$ cat src/rtl/sipo_deserializer_pkg.sv
// Shared serial-link constants used by the link transmitter and this receiver.
package sipo_deserializer_pkg;

    // Bits per serial word on the team's serial link.
    localparam int unsigned SERIAL_WORD_W = 4;

endpackage : sipo_deserializer_pkg

$ cat src/rtl/sipo_deserializer_if.sv
// Serial-in / parallel-out link bundle: serial side, parallel valid/ready side, status.
interface sipo_deserializer_if
    import sipo_deserializer_pkg::*;
#(
    parameter int unsigned WIDTH = SERIAL_WORD_W
) ();

    logic             serial_in;
    logic             sample_en;
    logic             clear;
    logic             data_ready;
    logic [WIDTH-1:0] data_out;
    logic             data_valid;
    logic             busy;
    logic             overrun;

    // Upstream/downstream environment: drives the serial bits and the ready.
    modport master (
        output serial_in,
        output sample_en,
        output clear,
        output data_ready,
        input  data_out,
        input  data_valid,
        input  busy,
        input  overrun
    );

    // The deserializer itself.
    modport slave (
        input  serial_in,
        input  sample_en,
        input  clear,
        input  data_ready,
        output data_out,
        output data_valid,
        output busy,
        output overrun
    );

endinterface : sipo_deserializer_if

$ cat src/rtl/sipo_deserializer.sv
// Receive end of the LSB-first serial link: assembles WIDTH-bit words and
// presents them on a valid/ready interface with a sticky overrun flag.
module sipo_deserializer
    import sipo_deserializer_pkg::*;
#(
    parameter int unsigned WIDTH = SERIAL_WORD_W
) (
    input  logic                 clk,
    input  logic                 reset_n,
    sipo_deserializer_if.slave   bus
);

    localparam int unsigned CNT_W = $clog2(WIDTH);
    localparam int unsigned SHR_W = WIDTH - 1;

    // Only the WIDTH-1 most recent bits are kept: the oldest bit of a full
    // WIDTH-bit shift register would be shifted out without ever being read.
    logic [SHR_W-1:0] r_shift;
    logic [CNT_W-1:0] r_bit_cnt;
    logic [WIDTH-1:0] r_data;
    logic             r_valid;
    logic             r_busy;
    logic             r_overrun;

    logic [SHR_W-1:0] w_shift_nxt;
    logic [CNT_W-1:0] w_bit_cnt_nxt;
    logic [WIDTH-1:0] w_data_nxt;
    logic             w_valid_nxt;
    logic             w_overrun_nxt;
    logic [WIDTH-1:0] w_assembled;
    logic             w_last_bit;
    logic             w_can_load;

    // Word as it stands after taking the current serial bit.
    assign w_assembled = {bus.serial_in, r_shift};
    assign w_last_bit  = (r_bit_cnt == CNT_W'(WIDTH - 1));
    // The output slot is free if empty or being emptied this cycle.
    assign w_can_load  = ~r_valid | bus.data_ready;

    // Next-state: handshake retire first, then clear/shift/complete.
    always_comb begin
        w_shift_nxt   = r_shift;
        w_bit_cnt_nxt = r_bit_cnt;
        w_data_nxt    = r_data;
        w_valid_nxt   = r_valid;
        w_overrun_nxt = r_overrun;

        if (r_valid && bus.data_ready) begin
            w_valid_nxt = 1'b0;
        end

        if (bus.clear) begin
            w_shift_nxt   = '0;
            w_bit_cnt_nxt = '0;
            w_overrun_nxt = 1'b0;
        end else if (bus.sample_en) begin
            w_shift_nxt = w_assembled[WIDTH-1:1];
            if (w_last_bit) begin
                w_bit_cnt_nxt = '0;
                if (w_can_load) begin
                    w_data_nxt  = w_assembled;
                    w_valid_nxt = 1'b1;
                end else begin
                    w_overrun_nxt = 1'b1;
                end
            end else begin
                w_bit_cnt_nxt = r_bit_cnt + CNT_W'(1);
            end
        end
    end

    // State and output registers; busy tracks the next bit count so it is registered.
    always_ff @(posedge clk or negedge reset_n) begin
        if (!reset_n) begin
            r_shift   <= '0;
            r_bit_cnt <= '0;
            r_data    <= '0;
            r_valid   <= 1'b0;
            r_busy    <= 1'b0;
            r_overrun <= 1'b0;
        end else begin
            r_shift   <= w_shift_nxt;
            r_bit_cnt <= w_bit_cnt_nxt;
            r_data    <= w_data_nxt;
            r_valid   <= w_valid_nxt;
            r_busy    <= (w_bit_cnt_nxt != '0);
            r_overrun <= w_overrun_nxt;
        end
    end

    assign bus.data_out   = r_data;
    assign bus.data_valid = r_valid;
    assign bus.busy       = r_busy;
    assign bus.overrun    = r_overrun;

endmodule : sipo_deserializer

$ cat src/flat_wrapper.sv
// flat-port wrapper written by rule: the top's interface ports become plain ports
module sipo_deserializer_flat import sipo_deserializer_pkg::*;
#(
    parameter int unsigned WIDTH = SERIAL_WORD_W
)
  (clk, reset_n, bus_serial_in, bus_sample_en, bus_clear, bus_data_ready, bus_data_out, bus_data_valid, bus_busy, bus_overrun);
  sipo_deserializer_if #(.WIDTH(WIDTH)) bus_i ();
  input  logic clk;
  input  logic reset_n;
  input wire logic [$bits(bus_i.serial_in)-1:0] bus_serial_in;
  input wire logic [$bits(bus_i.sample_en)-1:0] bus_sample_en;
  input wire logic [$bits(bus_i.clear)-1:0] bus_clear;
  input wire logic [$bits(bus_i.data_ready)-1:0] bus_data_ready;
  output wire logic [$bits(bus_i.data_out)-1:0] bus_data_out;
  output wire logic [$bits(bus_i.data_valid)-1:0] bus_data_valid;
  output wire logic [$bits(bus_i.busy)-1:0] bus_busy;
  output wire logic [$bits(bus_i.overrun)-1:0] bus_overrun;
  assign bus_i.serial_in = bus_serial_in;
  assign bus_i.sample_en = bus_sample_en;
  assign bus_i.clear = bus_clear;
  assign bus_i.data_ready = bus_data_ready;
  assign bus_data_out = bus_i.data_out;
  assign bus_data_valid = bus_i.data_valid;
  assign bus_busy = bus_i.busy;
  assign bus_overrun = bus_i.overrun;
  sipo_deserializer #(.WIDTH(WIDTH)) u_core (.clk(clk), .reset_n(reset_n), .bus(bus_i));
endmodule
$ cat config.mk
export PLATFORM = sky130hd
export DESIGN_NAME = sipo_deserializer_flat
export DESIGN_NICKNAME = d
export VERILOG_FILES = /design/src/rtl/sipo_deserializer_pkg.sv /design/src/rtl/sipo_deserializer_if.sv /design/src/rtl/sipo_deserializer.sv /design/src/flat_wrapper.sv
export SDC_FILE = /design/constraint.sdc
export NUM_CORES = 1
export LEC_CHECK = 0
export CORE_MARGIN = 2
export CORE_UTILIZATION = 41
export DETAILED_ROUTE_END_ITERATION = 6
export PLACE_DENSITY = 0.79
export SLEW_MARGIN = 40
export SYNTH_ARGS = -nofsm -noshare
export SYNTH_HDL_FRONTEND = slang
export SYNTH_SLANG_ARGS = --single-unit
$ cat constraint.sdc
create_clock -name clk -period 1.26 [get_ports clk]
set_input_delay 0.126 -clock clk [delete_from_list [all_inputs] [get_ports clk]]
set_output_delay 0.126 -clock clk [all_outputs]
set_load 0.02 [all_outputs]
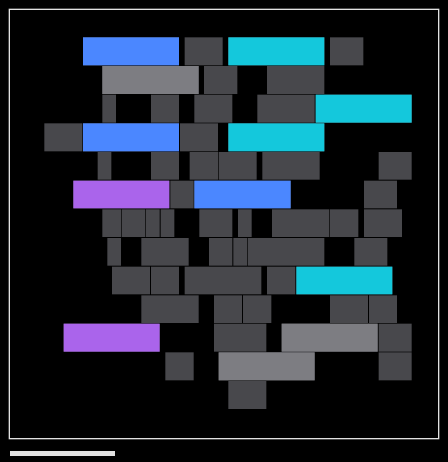
(run_1/flops_by_reg.png)
Scale bar: 10 um.
[`u_core.r_shift`] blue | flops: 3
[`u_core.bus.data_out`] cyan | flops: 4
[`u_core.r_bit_cnt`] purple | flops: 2
seq pwr: 416 uW
Storage cell area: 300 sq um
Core Util, Final: 0.580

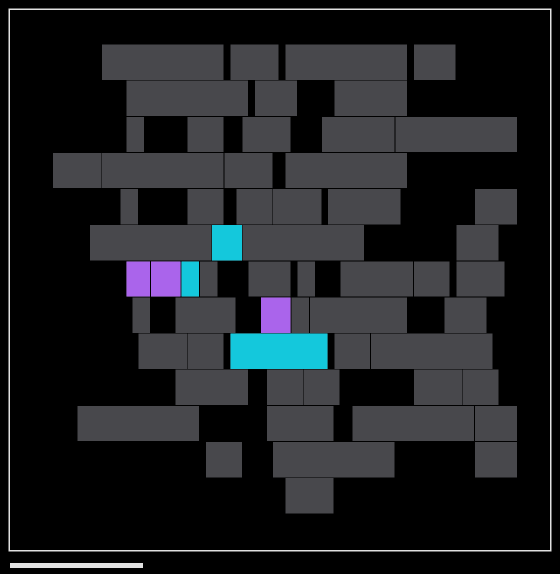
(run_1/logic_types.png)
Scale bar: 10 um.
[NAND gates] cyan | cells: 3
[inverting AOI/OAI gates] purple | cells: 3 | most used: a31oi_1
Top cell excl fill/tap: dfrtp_1
Post-Layout Cell Count: 74
fraction of area in multi-input gates: 0.314

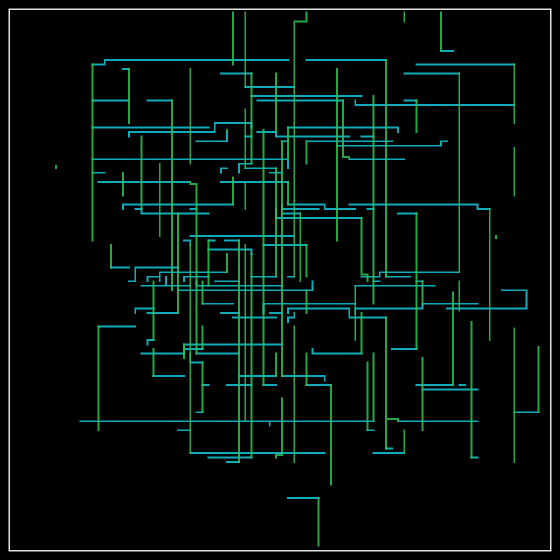
(run_1/wires.png)
Only two layers are drawn.
[metal 1] cyan | wire length: 432 um
[metal 2] green | wire length: 478 um

==> results.ini <==
[sta]
slew_headroom = 0.852
tns_ns = 0
period_minus_slack_ns = 1.23

[power]
p_clk_uw = 304
ir_drop_mv = 0.643
power_density_nw_per_um2 = 1120
p_total_uw = 838
power_frac_clock = 0.363

[logic_synthesis]
synth_warnings = 0
adder_share = 0.0455
top_area_cell = dfrtp_1
aoi_share = 0.0318
synth_xor_xnor_area_share = 0

[global_routing]
grtUsageMet2 = 0.242
grtUsageMet3 = 0.0326

[clock_tree]
cts_root_buf = clkbuf_4
cts_buffers = 3
cts_hold_buf = 0

[die]
chipWidth_um = 40.6
die-area_sq_um = 1650

[routing]
met1Wirelength_um = 432
top_layer = met4
routedWlPerCell_um = 13.0

[placed_design]
postPlaceCellArea_sq_um = 716
gp_congestion = 0.726
dpl_worst_slack_ns = -0.138

[outcome]
status = completed

[layout]
nClkBuffers = 4
ff_count = 12
nets = 68
fillCellCount = 114
logic_gates = 25

[setup_path]
crit_cells = 4
r2r_start = u_core.r_bit_cnt[0]$_DFF_PN0_

Power figures rest on the tool's default switching activity, not on a simulated workload.
